$ cat config.mk
export PLATFORM = sky130hd
export DESIGN_NAME = uart_fifo_slave_flat
export DESIGN_NICKNAME = d
export VERILOG_FILES = /design/src/rtl/uart_fifo_slave_if.sv /design/src/rtl/uart_fifo_slave.sv /design/src/flat_wrapper.sv
export SDC_FILE = /design/constraint.sdc
export NUM_CORES = 1
export LEC_CHECK = 0
export CORE_AREA = 3 3 185 142
export DETAILED_ROUTE_END_ITERATION = 16
export DIE_AREA = 0 0 188 145
export PLACE_DENSITY = 0.78
export SYNTH_ARGS = -nofsm -noshare
export SYNTH_HDL_FRONTEND = slang
export SYNTH_SLANG_ARGS = --single-unit
$ cat constraint.sdc
create_clock -name clk_bus -period 3.63 [get_ports clk_bus]
set_input_delay 0.9075 -clock clk_bus [delete_from_list [all_inputs] [get_ports clk_bus]]
set_output_delay 0.9075 -clock clk_bus [all_outputs]
set_load 0.005 [all_outputs]
$ cat src/rtl/uart_fifo_slave_if.sv
// Pipelined Wishbone bundle between the system bus and uart_fifo_slave.
interface uart_fifo_slave_if;
    logic [31:0] adr_i;
    logic [31:0] dat_i;
    logic [31:0] dat_o;
    logic [3:0]  sel_i;
    logic        we_i;
    logic        cyc_i;
    logic        stb_i;
    logic        ack_o;
    logic        err_o;
    logic        rty_o;
    logic        stall_o;

    modport master (
        output adr_i, dat_i, sel_i, we_i, cyc_i, stb_i,
        input  dat_o, ack_o, err_o, rty_o, stall_o
    );

    modport slave (
        input  adr_i, dat_i, sel_i, we_i, cyc_i, stb_i,
        output dat_o, ack_o, err_o, rty_o, stall_o
    );
endinterface

$ cat src/rtl/uart_fifo_slave.sv
// Wishbone slave fronting a UART TX/RX pair through two byte FIFOs.
// DATA pops RX / pushes TX, STATUS reports levels and a sticky overrun,
// CTRL holds interrupt enables, the blocking-access mode and the RX threshold.
// In blocking mode a DATA access that cannot complete is parked and the bus
// is stalled until the FIFO condition clears or the master drops cyc_i.
module uart_fifo_slave #(
    parameter int DEPTH_LOG2    = 4,
    parameter int RX_THRESH_RST = 1
) (
    input  logic             clk_bus,
    input  logic             rst_bus,
    uart_fifo_slave_if.slave wb,
    output logic             uart_start,
    output logic [7:0]       uart_dat_o,
    input  logic             uart_busy,
    input  logic             uart_ready,
    input  logic [7:0]       uart_dat_i,
    output logic             irq
);
    localparam int            PW        = DEPTH_LOG2 + 1;
    localparam int            DEPTH     = 1 << DEPTH_LOG2;
    localparam logic [8:0]    DEPTH9    = 9'(DEPTH);
    localparam logic [7:0]    THR_RST   = 8'(RX_THRESH_RST);
    localparam logic [PW-1:0] PTR_ONE   = PW'(1);
    localparam logic [PW-1:0] PTR_ZERO  = PW'(0);

    typedef enum logic [1:0] {
        TX_IDLE   = 2'd0,
        TX_LAUNCH = 2'd1,
        TX_GUARD  = 2'd2
    } tx_state_t;

    // Full when the low pointer bits match and the wrap bits differ.
    function automatic logic fifo_full(input logic [PW-1:0] wr, input logic [PW-1:0] rd);
        return (wr[PW-1] != rd[PW-1]) && (wr[PW-2:0] == rd[PW-2:0]);
    endfunction

    // ---------------- storage and state ----------------
    logic [7:0]    rx_mem_q [DEPTH];
    logic [7:0]    tx_mem_q [DEPTH];
    logic [PW-1:0] rx_wr_q, rx_rd_q, tx_wr_q, tx_rd_q;
    logic [PW-1:0] rx_wr_d, rx_rd_d, tx_wr_d, tx_rd_d;

    logic          ack_q, ack_d;
    logic          err_q, err_d;
    logic [31:0]   dat_q, dat_d;
    logic          pend_q, pend_d;
    logic          pend_we_q, pend_we_d;
    logic [7:0]    pend_byte_q, pend_byte_d;

    logic          rx_irq_en_q, rx_irq_en_d;
    logic          tx_irq_en_q, tx_irq_en_d;
    logic          blocking_q, blocking_d;
    logic [7:0]    rx_thresh_q, rx_thresh_d;
    logic          ovr_q, ovr_d;
    logic          irq_q, irq_d;

    tx_state_t     tx_state_q;
    logic          uart_start_q;
    logic [7:0]    uart_dat_q;

    // ---------------- derived FIFO status ----------------
    logic [PW-1:0] rx_count_s, tx_count_s;
    logic [8:0]    rx_count9_s, tx_free9_s, thr_eff_s;
    logic          rx_empty_s, rx_full_s, tx_empty_s, tx_full_s;
    logic [7:0]    rx_head_s, tx_head_s;
    logic [31:0]   status_s, ctrl_word_s;
    logic          acc_s;
    logic          rx_push_s, rx_pop_s, tx_push_s, tx_pop_s;
    logic [7:0]    tx_push_byte_s;
    logic          ovr_clr_s;
    logic          unused_s;

    assign rx_count_s  = rx_wr_q - rx_rd_q;
    assign tx_count_s  = tx_wr_q - tx_rd_q;
    assign rx_count9_s = 9'(rx_count_s);
    assign tx_free9_s  = DEPTH9 - 9'(tx_count_s);
    assign rx_empty_s  = (rx_count_s == PTR_ZERO);
    assign tx_empty_s  = (tx_count_s == PTR_ZERO);
    assign rx_full_s   = fifo_full(rx_wr_q, rx_rd_q);
    assign tx_full_s   = fifo_full(tx_wr_q, tx_rd_q);
    assign rx_head_s   = rx_mem_q[rx_rd_q[PW-2:0]];
    assign tx_head_s   = tx_mem_q[tx_rd_q[PW-2:0]];
    assign thr_eff_s   = (rx_thresh_q == 8'd0) ? 9'd1 : {1'b0, rx_thresh_q};

    assign status_s    = {ovr_q, tx_full_s, rx_empty_s, 4'b0000, tx_free9_s,
                          7'b0000000, rx_count9_s};
    assign ctrl_word_s = {16'h0000, rx_thresh_q, 5'b00000, blocking_q,
                          tx_irq_en_q, rx_irq_en_q};

    // A new request is taken only when no parked access holds the bus.
    assign acc_s       = wb.cyc_i & wb.stb_i & ~pend_q;

    // Received bytes land in RX unless it is full at the start of the cycle.
    assign rx_push_s   = uart_ready & ~rx_full_s;

    // The transmitter drains TX one byte per three cycles when it is free.
    assign tx_pop_s    = (tx_state_q == TX_IDLE) & ~uart_busy & ~tx_empty_s;

    assign wb.ack_o    = ack_q;
    assign wb.err_o    = err_q;
    assign wb.dat_o    = dat_q;
    assign wb.stall_o  = pend_q;
    assign wb.rty_o    = 1'b0;
    assign uart_start  = uart_start_q;
    assign uart_dat_o  = uart_dat_q;
    assign irq         = irq_q;

    // Only adr_i[3:2] is decoded and all accesses are full-word.
    assign unused_s    = ^{wb.sel_i, wb.adr_i[31:4], wb.adr_i[1:0], wb.dat_i[30:16]};

    // Bus decode: serve a parked access first, otherwise the newly accepted one.
    always_comb begin
        ack_d          = 1'b0;
        err_d          = 1'b0;
        dat_d          = dat_q;
        pend_d         = pend_q;
        pend_we_d      = pend_we_q;
        pend_byte_d    = pend_byte_q;
        rx_pop_s       = 1'b0;
        tx_push_s      = 1'b0;
        tx_push_byte_s = wb.dat_i[7:0];
        ovr_clr_s      = 1'b0;
        rx_irq_en_d    = rx_irq_en_q;
        tx_irq_en_d    = tx_irq_en_q;
        blocking_d     = blocking_q;
        rx_thresh_d    = rx_thresh_q;

        if (pend_q) begin
            if (!wb.cyc_i) begin
                pend_d = 1'b0;
            end else if (pend_we_q) begin
                if (!tx_full_s) begin
                    tx_push_s      = 1'b1;
                    tx_push_byte_s = pend_byte_q;
                    ack_d          = 1'b1;
                    pend_d         = 1'b0;
                end else begin
                    pend_d = 1'b1;
                end
            end else begin
                if (!rx_empty_s) begin
                    rx_pop_s = 1'b1;
                    dat_d    = {24'h000000, rx_head_s};
                    ack_d    = 1'b1;
                    pend_d   = 1'b0;
                end else begin
                    pend_d = 1'b1;
                end
            end
        end else if (acc_s) begin
            case (wb.adr_i[3:2])
                2'd0: begin
                    if (wb.we_i) begin
                        if (!tx_full_s) begin
                            tx_push_s = 1'b1;
                            ack_d     = 1'b1;
                        end else if (blocking_q) begin
                            pend_d      = 1'b1;
                            pend_we_d   = 1'b1;
                            pend_byte_d = wb.dat_i[7:0];
                        end else begin
                            err_d = 1'b1;
                        end
                    end else begin
                        if (!rx_empty_s) begin
                            rx_pop_s = 1'b1;
                            dat_d    = {24'h000000, rx_head_s};
                            ack_d    = 1'b1;
                        end else if (blocking_q) begin
                            pend_d    = 1'b1;
                            pend_we_d = 1'b0;
                        end else begin
                            dat_d = 32'h8000_0000;
                            ack_d = 1'b1;
                        end
                    end
                end
                2'd1: begin
                    ack_d = 1'b1;
                    if (wb.we_i) begin
                        ovr_clr_s = wb.dat_i[31];
                    end else begin
                        dat_d = status_s;
                    end
                end
                2'd2: begin
                    ack_d = 1'b1;
                    if (wb.we_i) begin
                        rx_irq_en_d = wb.dat_i[0];
                        tx_irq_en_d = wb.dat_i[1];
                        blocking_d  = wb.dat_i[2];
                        rx_thresh_d = wb.dat_i[15:8];
                    end else begin
                        dat_d = ctrl_word_s;
                    end
                end
                2'd3: begin
                    if (wb.we_i) begin
                        err_d = 1'b1;
                    end else begin
                        ack_d = 1'b1;
                        dat_d = 32'h0000_0000;
                    end
                end
                default: begin
                    err_d = 1'b1;
                end
            endcase
        end else begin
            pend_d = 1'b0;
        end
    end

    // Pointer, overrun and interrupt next-state from this cycle's FIFO events.
    always_comb begin
        rx_wr_d = rx_wr_q + (rx_push_s ? PTR_ONE : PTR_ZERO);
        rx_rd_d = rx_rd_q + (rx_pop_s  ? PTR_ONE : PTR_ZERO);
        tx_wr_d = tx_wr_q + ((tx_push_s && !tx_full_s) ? PTR_ONE : PTR_ZERO);
        tx_rd_d = tx_rd_q + (tx_pop_s  ? PTR_ONE : PTR_ZERO);
        // A fresh overrun wins over a simultaneous clear.
        ovr_d   = (ovr_q & ~ovr_clr_s) | (uart_ready & rx_full_s);
        irq_d   = (rx_irq_en_q & ((rx_count9_s >= thr_eff_s) | ovr_q)) |
                  (tx_irq_en_q & tx_empty_s);
    end

    // Bus-side registers, FIFO pointers and control/status state.
    always_ff @(posedge clk_bus or posedge rst_bus) begin
        if (rst_bus) begin
            ack_q       <= 1'b0;
            err_q       <= 1'b0;
            dat_q       <= 32'h0000_0000;
            pend_q      <= 1'b0;
            pend_we_q   <= 1'b0;
            pend_byte_q <= 8'h00;
            rx_irq_en_q <= 1'b0;
            tx_irq_en_q <= 1'b0;
            blocking_q  <= 1'b0;
            rx_thresh_q <= THR_RST;
            ovr_q       <= 1'b0;
            irq_q       <= 1'b0;
            rx_wr_q     <= PTR_ZERO;
            rx_rd_q     <= PTR_ZERO;
            tx_wr_q     <= PTR_ZERO;
            tx_rd_q     <= PTR_ZERO;
        end else begin
            ack_q       <= ack_d;
            err_q       <= err_d;
            dat_q       <= dat_d;
            pend_q      <= pend_d;
            pend_we_q   <= pend_we_d;
            pend_byte_q <= pend_byte_d;
            rx_irq_en_q <= rx_irq_en_d;
            tx_irq_en_q <= tx_irq_en_d;
            blocking_q  <= blocking_d;
            rx_thresh_q <= rx_thresh_d;
            ovr_q       <= ovr_d;
            irq_q       <= irq_d;
            rx_wr_q     <= rx_wr_d;
            rx_rd_q     <= rx_rd_d;
            tx_wr_q     <= tx_wr_d;
            tx_rd_q     <= tx_rd_d;
        end
    end

    // FIFO storage writes; contents need no reset since pointers gate them.
    always_ff @(posedge clk_bus) begin
        if (rx_push_s) begin
            rx_mem_q[rx_wr_q[PW-2:0]] <= uart_dat_i;
        end
        if (tx_push_s && !tx_full_s) begin
            tx_mem_q[tx_wr_q[PW-2:0]] <= tx_push_byte_s;
        end
    end

    // Transmit engine: pop, strobe start with the byte, then allow busy to rise.
    always_ff @(posedge clk_bus or posedge rst_bus) begin
        if (rst_bus) begin
            tx_state_q   <= TX_IDLE;
            uart_start_q <= 1'b0;
            uart_dat_q   <= 8'h00;
        end else begin
            case (tx_state_q)
                TX_IDLE: begin
                    if (tx_pop_s) begin
                        uart_dat_q   <= tx_head_s;
                        uart_start_q <= 1'b1;
                        tx_state_q   <= TX_LAUNCH;
                    end else begin
                        uart_start_q <= 1'b0;
                    end
                end
                TX_LAUNCH: begin
                    uart_start_q <= 1'b0;
                    tx_state_q   <= TX_GUARD;
                end
                TX_GUARD: begin
                    uart_start_q <= 1'b0;
                    tx_state_q   <= TX_IDLE;
                end
                default: begin
                    uart_start_q <= 1'b0;
                    tx_state_q   <= TX_IDLE;
                end
            endcase
        end
    end
endmodule
$ cat src/flat_wrapper.sv
// flat-port wrapper written by rule: the top's interface ports become plain ports
module uart_fifo_slave_flat 
#(
    parameter int DEPTH_LOG2    = 4,
    parameter int RX_THRESH_RST = 1
)
  (clk_bus, rst_bus, uart_start, uart_dat_o, uart_busy, uart_ready, uart_dat_i, irq, wb_adr_i, wb_dat_i, wb_sel_i, wb_we_i, wb_cyc_i, wb_stb_i, wb_dat_o, wb_ack_o, wb_err_o, wb_rty_o, wb_stall_o);
  uart_fifo_slave_if wb_i ();
  input  logic clk_bus;
  input  logic rst_bus;
  output logic uart_start;
  output logic [7:0] uart_dat_o;
  input  logic uart_busy;
  input  logic uart_ready;
  input  logic [7:0] uart_dat_i;
  output logic irq;
  input wire logic [$bits(wb_i.adr_i)-1:0] wb_adr_i;
  input wire logic [$bits(wb_i.dat_i)-1:0] wb_dat_i;
  input wire logic [$bits(wb_i.sel_i)-1:0] wb_sel_i;
  input wire logic [$bits(wb_i.we_i)-1:0] wb_we_i;
  input wire logic [$bits(wb_i.cyc_i)-1:0] wb_cyc_i;
  input wire logic [$bits(wb_i.stb_i)-1:0] wb_stb_i;
  output wire logic [$bits(wb_i.dat_o)-1:0] wb_dat_o;
  output wire logic [$bits(wb_i.ack_o)-1:0] wb_ack_o;
  output wire logic [$bits(wb_i.err_o)-1:0] wb_err_o;
  output wire logic [$bits(wb_i.rty_o)-1:0] wb_rty_o;
  output wire logic [$bits(wb_i.stall_o)-1:0] wb_stall_o;
  assign wb_i.adr_i = wb_adr_i;
  assign wb_i.dat_i = wb_dat_i;
  assign wb_i.sel_i = wb_sel_i;
  assign wb_i.we_i = wb_we_i;
  assign wb_i.cyc_i = wb_cyc_i;
  assign wb_i.stb_i = wb_stb_i;
  assign wb_dat_o = wb_i.dat_o;
  assign wb_ack_o = wb_i.ack_o;
  assign wb_err_o = wb_i.err_o;
  assign wb_rty_o = wb_i.rty_o;
  assign wb_stall_o = wb_i.stall_o;
  uart_fifo_slave #(.DEPTH_LOG2(DEPTH_LOG2), .RX_THRESH_RST(RX_THRESH_RST)) u_core (.clk_bus(clk_bus), .rst_bus(rst_bus), .wb(wb_i), .uart_start(uart_start), .uart_dat_o(uart_dat_o), .uart_busy(uart_busy), .uart_ready(uart_ready), .uart_dat_i(uart_dat_i), .irq(irq));
endmodule
Close-up of the layout:
Region (128, 24) to (153, 49) um. Cells in gray, sequential cells in the stronger gray; small squares are vias.
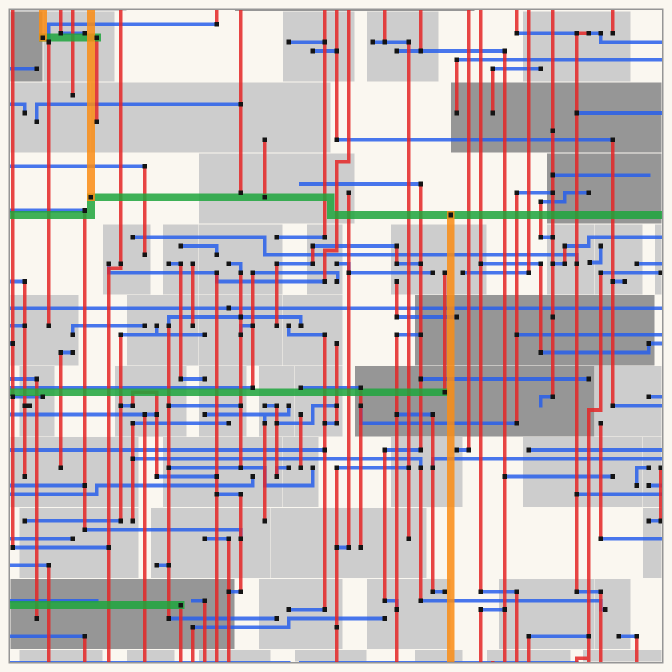
Key: blue = met1; orange = met4; red = met2; green = met3
Sequential cells in the window: 4. 40 logic cells have their middle in the window. Most frequent: ha_1 (6). Netlist names of flops here include u_core.rx_wr_q (2).

M4 wires:
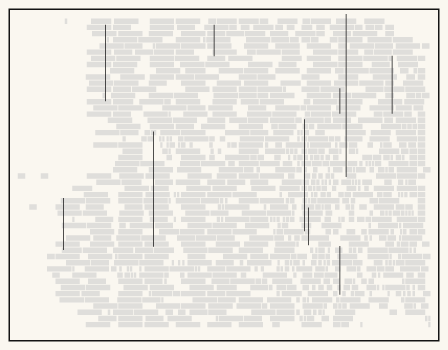
The longest straight run is 71.4 um. The wires run mostly vertical. 6 nets have wire on it.
WL final: 28,000 um
total number of vias: 7,416

==> reports/metrics.cfg <==
[final_timing]
slew_headroom_pct=21.8
fin_crit_ns=3.44

[placement]
place.gp.congestion=0.801
dp_hpwl_um=19000

[global_route]
use_met3_pct=4.64
grt_pass1_vias=7456
grt-ovfl-total=0
busiest_layer=met1

[worst_hold_path]
hp-start=u_core.wb.dat_o[10]$_DFFE_PP0P_
hold_path.class=register to register

[yosys]
ys_types=55
yosysSeqAreaShare_pct=69.7
yosys_cells=791
synth_area_sq_um=13900
yosysWarningCount=0
edf_count=256
ff_type=edfxtp_1
syn_inst=791

[setup_path]
slowest_delay_ns=0.55
critPathTopFamily=adder cells
crit_chain=inv_1, ha_1, inv_1, fa_1, a21o_1, a21oi_1, xor2_1, ha_1, nor4_1, ha_1, ha_1, nand3_1, xnor2_1
critPathCaptureType=register
r2r-end=u_core.tx_rd_q[4]$_DFF_PP0_

[status]
outcome=finished clean

[clock_tree]
ctsHtreeMaxLevel=2
cts.path.max_buffers=3
postCtsSetupBuffers=0
numCtsBuffers=34
root_buffer=clkbuf_16
cts_tree=yes
clock_latency_ns=0.52
cts.sinks=337

[route]
drt_iter0_markers=768
wl_per_cell_um=22.1

[layout]
drive_above_1_share_pct=23.1

[floorplanning]
fp_util_pct=56.4

[run]
tool_warnings=79

Power grid:
Bar = 50 um. Pins as bars on the die edge. Tap cells in gray.
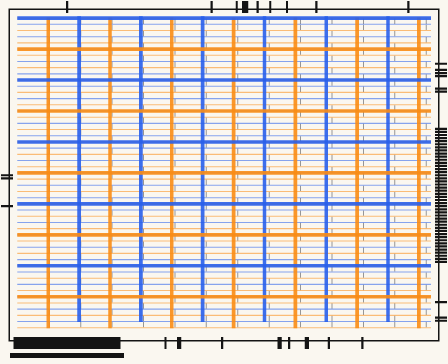
Key: orange = VSS; blue = VDD
13 straps on met4. 129 signal pins sit on the boundary. The core has 50 rows. 51 met1 rails follow the rows.
worst vdd ir: 0.408 mV
Core Area: 24,700 sq um
chip width: 188 um

Congestion heat map:
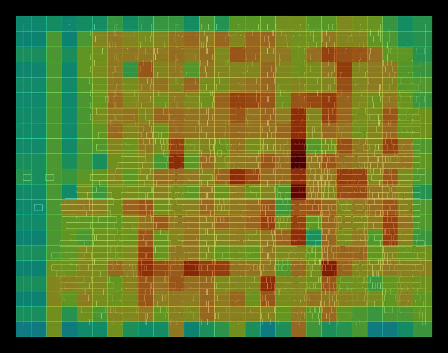
fraction of met2 tracks used by global routing: 30.3%
M1 GR Usage: 33.6%
GRT Total Usage: 21.1%

-- area by class of cell --
cell class,instances,area (sq um)
Sequential cell,337,9720
Fill cell,1645,8420
Multi-Input combinational cell,394,3940
Timing Repair Buffer,115,1060
Clock buffer,43,926
Tap cell,338,423
Clock inverter,19,143
Inverter,21,80.1
-- flip-flops by register name (all words and copies together) (netlist names), 2 cells and up --
register            flops
u_core.rx_wr_q          5
u_core.tx_state_q       2
u_core.tx_wr_q          5
u_core.tx_mem_q       128
u_core.rx_rd_q          5
u_core.tx_rd_q          5
u_core.rx_thresh_q      8
u_core.wb.dat_o        25
u_core.rx_mem_q       128
u_core.pend_byte_q      8
u_core.uart_dat_o       8
-- worst max-delay path by stage --
| stage | depth (start not counted) | endpoint | from |
|---|---|---|---|
| finish | 13 | u_core.tx_rd_q[4]$_DFF_PP0_ | u_core.tx_wr_q[0]$_DFF_PP0_ |
| global placement | 10 | u_core.wb.dat_o[4]$_DFFE_PP0P_ | wb_adr_i[2] |
| floorplan | 11 | u_core.uart_dat_o[0]$_DFFE_PP0P_ | u_core.tx_rd_q[1]$_DFF_PP0_ |
| global route | 10 | u_core.wb.dat_o[2]$_DFFE_PP0P_ | u_core.rx_wr_q[0]$_DFF_PP0_ |
| detailed placement | 7 | u_core.wb.dat_o[1]$_DFFE_PP0P_ | wb_cyc_i |
| CTS | 9 | u_core.wb.dat_o[1]$_DFFE_PP0P_ | u_core.rx_wr_q[0]$_DFF_PP0_ |
-- layer usage --
| layer | part of all wire, % | vias to the layer above |
|---|---|---|
| li1 | - | 3309 |
| met1 | 47 | 3814 |
| met2 | 44 | 269 |
| met3 | 7.5 | 24 |
| met4 | 1.1 | 0 |
| met5 | 0 | - |
-- cell families after synthesis --
family	Yosys count	synth area share, %
multiplexers	112	15.3
buffers and inverters	64	2.15
AND-OR/OR-AND	75	3.55
AND/OR/NAND/NOR	151	5.09
flip-flops	337	69.7
other	1	0.0269
XOR/XNOR	21	1.43
adder cells (fa/ha/maj)	30	2.80
-- synthesized netlist by cell type (8+ instances only) --
| library cell | number |
|---|---|
| edfxtp_1 | 256 |
| dfrtp_1 | 80 |
| mux4_2 | 77 |
| nand2_1 | 56 |
| mux2_2 | 35 |
| nor2_1 | 33 |
| ha_1 | 28 |
| clkbuf_1 | 20 |
| a21oi_1 | 19 |
| inv_1 | 19 |
| o21ai_0 | 18 |
| nand3_1 | 15 |
| buf_4 | 13 |
| xnor2_1 | 13 |
| nor3_1 | 10 |
| buf_2 | 8 |
-- metrics by stage --
step / std cells / power, mW / worst slack (ns) / utilization (%) / hold WS, ns
2_1_floorplan: 795 / 7.37 / 0.308 / - / 0.461
3_3_place_gp: 1205 / 8.48 / 0.152 / 61.6 / 0.456
3_5_place_dp: 1205 / 8.57 / 0.136 / 61.6 / 0.470
4_1_cts: 1267 / 11.9 / 0.260 / 65.9 / 0.483
5_1_grt: 1267 / 12.4 / 0.0189 / 65.9 / 0.508
6_report: 1267 / 11.8 / 0.189 / 65.9 / 0.477
-- report_power, final --
part,internal [mW],leakage [nW],switching [mW]
sequential,4.59,3.34,0.248
clock,1.90,0.528,1.41
combinational,1.84,1.92,1.84
Power and IR drop assume default switching activity.
